===== src/rtl/mvm_pkg.sv =====
`default_nettype none
// ============================================================================
// mvm_pkg : shared types and default sizes for the matrix-vector unit blocks.
// Rev 1.0
// ============================================================================
package mvm_pkg;

  typedef enum logic [1:0] {
    IDLE   = 2'd0,
    STREAM = 2'd1,
    DRAIN  = 2'd2
  } state_t;

  localparam int MVM_WIDTH = 16;
  localparam int MVM_N     = 16;

endpackage
`default_nettype wire


===== src/rtl/mvm_vector_source_mem.sv =====
`default_nettype none
// ============================================================================
// mvm_vector_source_mem : simple dual-port buffer, registered read (1 cycle).
// Rev 1.0
// ============================================================================
module mvm_vector_source_mem #(
  parameter int WIDTH = 16,
  parameter int SIZE  = 16
) (
  input  logic                      clk,
  input  logic                      i_wr_en,
  input  logic [$clog2(SIZE)-1:0]   i_wr_addr,
  input  logic [WIDTH-1:0]          i_wr_data,
  input  logic                      i_rd_en,
  input  logic [$clog2(SIZE)-1:0]   i_rd_addr,
  output logic [WIDTH-1:0]          o_rd_data
);

  logic [WIDTH-1:0] r_mem [SIZE];
  logic [WIDTH-1:0] r_rd_data;

  always_ff @(posedge clk) begin
    if (i_wr_en) r_mem[i_wr_addr] <= i_wr_data;
    if (i_rd_en) r_rd_data <= r_mem[i_rd_addr];
  end

  assign o_rd_data = r_rd_data;

endmodule
`default_nettype wire


===== src/rtl/mvm_vector_source.sv =====
`default_nettype none
// ============================================================================
// mvm_vector_source : buffers one N-element vector and streams it to the MVM
// input port over valid/ready. Rev 1.0
// ============================================================================
module mvm_vector_source
  import mvm_pkg::*;
#(
  parameter int WIDTH = MVM_WIDTH,
  parameter int N     = MVM_N
) (
  input  logic                   clk,
  input  logic                   reset,
  input  logic                   wr_en,
  input  logic [$clog2(N)-1:0]   wr_addr,
  input  logic [WIDTH-1:0]       wr_data,
  output logic                   wr_err,
  input  logic                   start,
  output logic                   busy,
  output logic                   done,
  output logic [WIDTH-1:0]       out_data,
  output logic                   out_valid,
  input  logic                   out_ready,
  output logic                   out_last
);

  localparam int ADDR_W = $clog2(N);
  localparam int CNT_W  = ADDR_W + 1;
  localparam logic [CNT_W-1:0] C_N    = CNT_W'(N);
  localparam logic [CNT_W-1:0] C_LAST = CNT_W'(N - 1);

  state_t           r_state;
  logic             r_busy;
  logic             r_done;
  logic             r_wr_err;
  logic             r_primed;
  logic [CNT_W-1:0] r_rd_addr;
  logic [CNT_W-1:0] r_sent_cnt;
  logic             r_dvld;
  logic [WIDTH-1:0] r_fifo [2];
  logic             r_wptr;
  logic             r_rptr;
  logic [1:0]       r_occ;

  logic             w_mem_wr_en;
  logic             w_rd_en;
  logic             w_push;
  logic             w_pop;
  logic [1:0]       w_level;
  logic [WIDTH-1:0] w_rd_data;

  assign w_mem_wr_en = wr_en && (r_state == IDLE);
  assign w_push      = r_dvld;
  assign w_pop       = (r_occ != 2'd0) && out_ready;
  // An element leaving this cycle frees its slot, which keeps the stream gap-free.
  assign w_level     = r_occ + {1'b0, r_dvld} - {1'b0, w_pop};
  assign w_rd_en     = (r_state == STREAM) && r_primed && (r_rd_addr < C_N) && (w_level < 2'd2);

  mvm_vector_source_mem #(
    .WIDTH (WIDTH),
    .SIZE  (N)
  ) u_buf (
    .clk       (clk),
    .i_wr_en   (w_mem_wr_en),
    .i_wr_addr (wr_addr),
    .i_wr_data (wr_data),
    .i_rd_en   (w_rd_en),
    .i_rd_addr (r_rd_addr[ADDR_W-1:0]),
    .o_rd_data (w_rd_data)
  );

  always_ff @(posedge clk) begin
    if (w_push) r_fifo[r_wptr] <= w_rd_data;
  end

  always_ff @(posedge clk) begin
    if (reset) begin
      r_state    <= IDLE;
      r_busy     <= 1'b0;
      r_done     <= 1'b0;
      r_wr_err   <= 1'b0;
      r_primed   <= 1'b0;
      r_rd_addr  <= '0;
      r_sent_cnt <= '0;
      r_dvld     <= 1'b0;
      r_wptr     <= 1'b0;
      r_rptr     <= 1'b0;
      r_occ      <= 2'd0;
    end else begin
      r_done   <= 1'b0;
      r_wr_err <= wr_en && (r_state != IDLE);
      r_dvld   <= w_rd_en;
      r_occ    <= r_occ + {1'b0, w_push} - {1'b0, w_pop};
      if (w_push)  r_wptr    <= ~r_wptr;
      if (w_rd_en) r_rd_addr <= r_rd_addr + 1'b1;
      if (w_pop) begin
        r_rptr     <= ~r_rptr;
        r_sent_cnt <= r_sent_cnt + 1'b1;
      end

      case (r_state)
        IDLE: begin
          if (start) begin
            r_state    <= STREAM;
            r_busy     <= 1'b1;
            r_rd_addr  <= '0;
            r_sent_cnt <= '0;
            r_primed   <= 1'b0;
          end
        end
        STREAM: begin
          // One settling cycle before the first read places out_valid on the third edge.
          r_primed <= 1'b1;
          if (w_rd_en && (r_rd_addr == C_LAST)) r_state <= DRAIN;
        end
        DRAIN: begin
          if (w_pop && (r_sent_cnt == C_LAST)) begin
            r_state <= IDLE;
            r_busy  <= 1'b0;
            r_done  <= 1'b1;
          end
        end
        default: r_state <= IDLE;
      endcase
    end
  end

  assign busy      = r_busy;
  assign done      = r_done;
  assign wr_err    = r_wr_err;
  assign out_valid = (r_occ != 2'd0);
  assign out_data  = r_fifo[r_rptr];
  assign out_last  = out_valid && (r_sent_cnt == C_LAST);

endmodule
`default_nettype wire

===== config.mk =====
export PLATFORM = sky130hd
export DESIGN_NAME = mvm_vector_source
export DESIGN_NICKNAME = d
export VERILOG_FILES = /design/src/rtl/mvm_pkg.sv /design/src/rtl/mvm_vector_source_mem.sv /design/src/rtl/mvm_vector_source.sv
export SDC_FILE = /design/constraint.sdc
export NUM_CORES = 1
export LEC_CHECK = 0
export CORE_MARGIN = 5
export CORE_UTILIZATION = 65
export DETAILED_ROUTE_END_ITERATION = 7
export GPL_TIMING_DRIVEN = 1
export PLACE_DENSITY = 0.93
export SYNTH_ARGS = -nofsm -noshare
export SYNTH_HDL_FRONTEND = slang
export SYNTH_SLANG_ARGS = --single-unit

===== constraint.sdc =====
create_clock -name clk -period 4.8 [get_ports clk]
set_input_delay 1.2 -clock clk [delete_from_list [all_inputs] [get_ports clk]]
set_output_delay 1.2 -clock clk [all_outputs]
set_load 0.01 [all_outputs]

==> metrics.cfg <==
[setup_path]
cp_data_required_time_ns=3.60
reg2reg_to=r_rd_addr[3]
worstPathArrival_ns=2.17
crit_end=out_data[9]
crit_path_top_delay_cell=dfxtp_1
rr_worst_depth=6
max_stage_delay_ns=0.73
r2r_slack_ns=2.04
critPathCaptureType=output pin
path_class=register to output pin
path_cells=mux2_2, clkdlybuf4s50_1
rr_startpoint=r_rd_addr[1]
start_kind=register
worstPathMaxFanout=16

[synthesis]
top_area_frac=0.7263
topCellsByArea=edfxtp_1 73%, mux4_2 5.7%, mux2i_1 5.2%
synth_top_cell_by_count=edfxtp_1
synthMuxAreaShare=0.1234
fp_nets=693
adder_share=0.004978
syn-instance-count=663
synth_top_cell_by_area=edfxtp_1
ys_seq_share=0.7614
yosysCellCount=663
simple_gate_area_frac=0.03415
synth_top_flop_cell=edfxtp_1
synthesis.area_sq_um=12570
syn_area_per_cell_sq_um=18.96
synth-edff-count=304
logic_family=multiplexers
yosysWarningCount=0
ys_ff=326
ys_sh_aoi=0.04928
yosys_area_sq_um=12570
xor_area_frac=0.003484
ys_async_sr_fraction=0
synth_cell_type_count=51
common_cells=304 x edfxtp_1, 65 x mux2i_1, 32 x mux4_2

[grt]
antenna_found_initial=0
grt_remaining_overflow=0
grt_start_max_net_pins=45
grt_usage=0.2349
grt_pass1_wl_microns=39220
first_global_vias=6709

[cts]
clk_path_buf_depth=3
clkTransAtPathRegs_ns=0.06
ctsHoldBuffers=0
cts_tree=built
cts_htree_levels=1
cts_buffers=31
root_buffer=clkbuf_16
cts_setup_buffers=0
clock.latency.late_pin_ns=0.55
postCtsResizedCells=0

[routing]
initialDrtViolationCount=619
vias_per_cell=6.417
routedWlPerCell_microns=25.17
antenna_left=0
dr.pass1.iters=5
drc=0

[power_and_ir_drop]
irDropWorstVdd_uv=376.2
powerDensity_nw_per_um2=393.1
p_leak_nw=4.417

[final_timing]
finalSetupViolCount=0
finalClockSkew_ns=0.02154
rsz0062_at_grt=no
worstMarginPinSlew_ns=0.8050
finalHoldViolations=0
finalClockPeriodUsage=0.7023
relSlewSlack=0.4609
slew_violations=0
setup-tns-final_ns=0
hold_slack_ns=0.4527
post-route-min-period_ns=3.371
max_freq_mhz=296.7

[floorplanning]
die_w_microns=149.1
die_y_microns=149.1
boundaryPins=46
rows=50
coreArea_sq_um=18890
fp-utilization=0.6652
chipArea_sq_um=22220

[final_layout]
instances_no_fill=1013
syn2layout_area_growth_pct=13.69
diodes=0
final_cell_mix=304 x edfxtp_1, 65 x mux2i_1, 45 x clkdlybuf4s50_1
regArea_sq_um=9573
drive_above_1_share=0.1806
finalNetCount=761
fillers=990
mostFrequentLayoutCell=edfxtp_1
logic_area_sq_um=2729

[outcome]
status=finished, final reports clean

[place]
portBuffers=45
dp_hpwl_microns=14630
globalplace.congestion=0.8543
place_inst=958

[worst_hold_path]
min_to=r_fifo[1][0]
holdCritStartpoint=u_buf.o_rd_data[0]
hold-path-cell-count=0
hold_class=register to register

[run]
drv_cap=0
openroad.warnings=26

-- through the flow --
| stage | area [sq um] | utilization | power, mW | worst slack [ns] |
|---|---|---|---|---|
| final | 14290 | 0.7563 | 5.617 | 1.429 |
| after global routing | 14290 | 0.7563 | 5.793 | 1.286 |
| after CTS | 14290 | 0.7562 | 5.651 | 1.353 |
| after detailed placement | 13300 | 0.7038 | 3.345 | 1.274 |
| after global placement | 13300 | 0.7038 | 3.330 | 1.502 |
| after floorplan | 12570 | - | 3.268 | 1.624 |
-- sequential cells by signal, summed over array words and instances, names as in the netlist, named ones only --
| signal | count |
|---|---|
| u_buf.o_rd_data | 16 |
| u_buf.r_mem | 256 |
| r_dvld | 1 |
| r_occ | 2 |
| done | 1 |
| r_rd_addr | 5 |
| r_fifo | 32 |
| r_wptr | 1 |
| busy | 1 |
| r_state | 2 |
| r_primed | 1 |
| r_rptr | 1 |
| r_sent_cnt | 5 |
| wr_err | 1 |
-- critical path, delay by kind of cell, from the launching register on --
family	cells	cell delay, ns
flops	1	0.73
mux	1	0.41
buf+inv	1	0.48
-- report_power, final --
part / internal, mW / total (mW) / switching (mW) / leakage, nW
Clock: 1.36 / 2.33 / 0.969 / 0.492
Sequential: 3.13 / 3.15 / 0.0153 / 2.92
Combinational: 0.0559 / 0.142 / 0.0857 / 1.00
-- cell type report --
| type | instances | share of cell area |
|---|---|---|
| flip-flops and latches | 326 | 0.6700 |
| multi-input cells | 295 | 0.1910 |
| clock buffers | 44 | 0.06340 |
| repair buffers | 72 | 0.04571 |
| well taps | 260 | 0.02277 |
| clock inverters | 11 | 0.005867 |
| inverters | 5 | 0.001313 |
-- layer usage --
metal | share of wire | GRT usage
met5 | 0 | 0
met4 | 0.023 | 0.07094
met3 | 0.083 | 0.03191
met2 | 0.55 | 0.4297
met1 | 0.35 | 0.2935
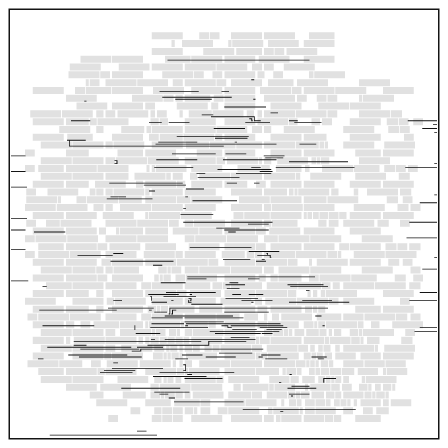
*M3 wires*
Cells faint in the background.
longest straight run: 55.0 microns
wire length on this layer: 2120 microns
drt total wl: 25500 microns
routed vias: 6500
GR Util met3: 0.03191

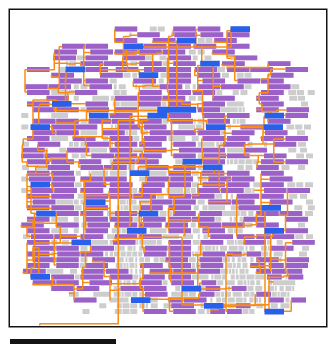
*Clock distribution*
Scale bar: 50 microns.
[purple] flip-flops | count: 326
[orange] clock wires | length: 3200 microns
[blue] clock-net drivers | count: 31
routed clock nets: 32

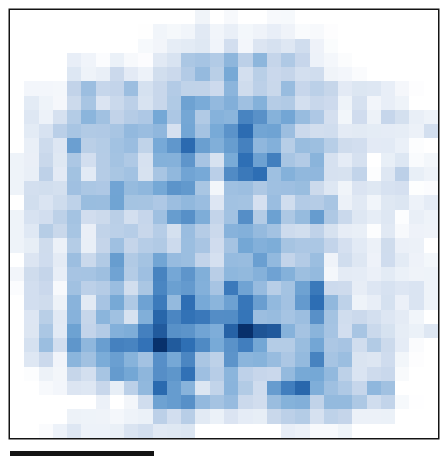
*Signal metal coverage by tile*
Scale bar: 50 microns. 30 x 30 tiles, from white (low) to dark blue (high), scaled to the fullest tile. Values are wire area over tile area, all layers added.
fullest tile: 0.75
mean over tiles: 0.19
emptiest ninth of the die: top right
tiles over half the peak: 13%

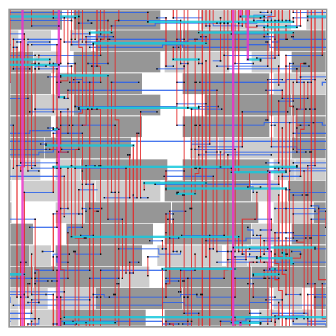
*Close-up of the layout*
Window x 55 to 95, y 55 to 95 microns. Cells in gray, sequential cells in the stronger gray; small squares are vias.
[magenta] M4
[cyan] M3
[blue] M1
[red] M2
netlist names of flops here include: `u_buf.r_mem` (29)
most frequent: edfxtp_1 (29), mux2i_1 (11), mux4_2 (5)
cells with their middle in the window: 63
sequential cells in the window: 29

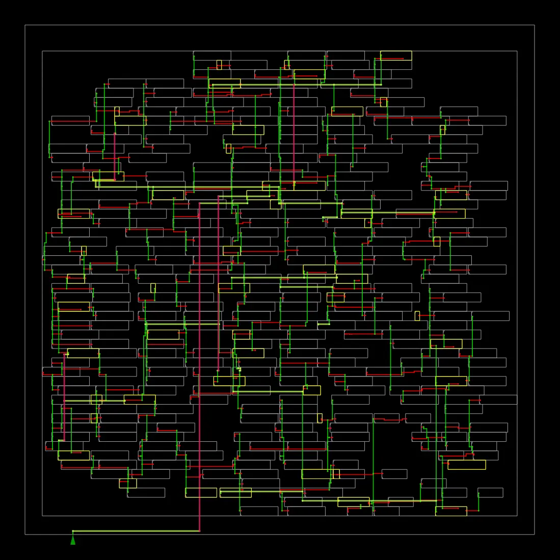
*The clock network*
clock buf count: 44
clk sinks: 326

No activity file was given, so power comes from the tool's default toggle rates.
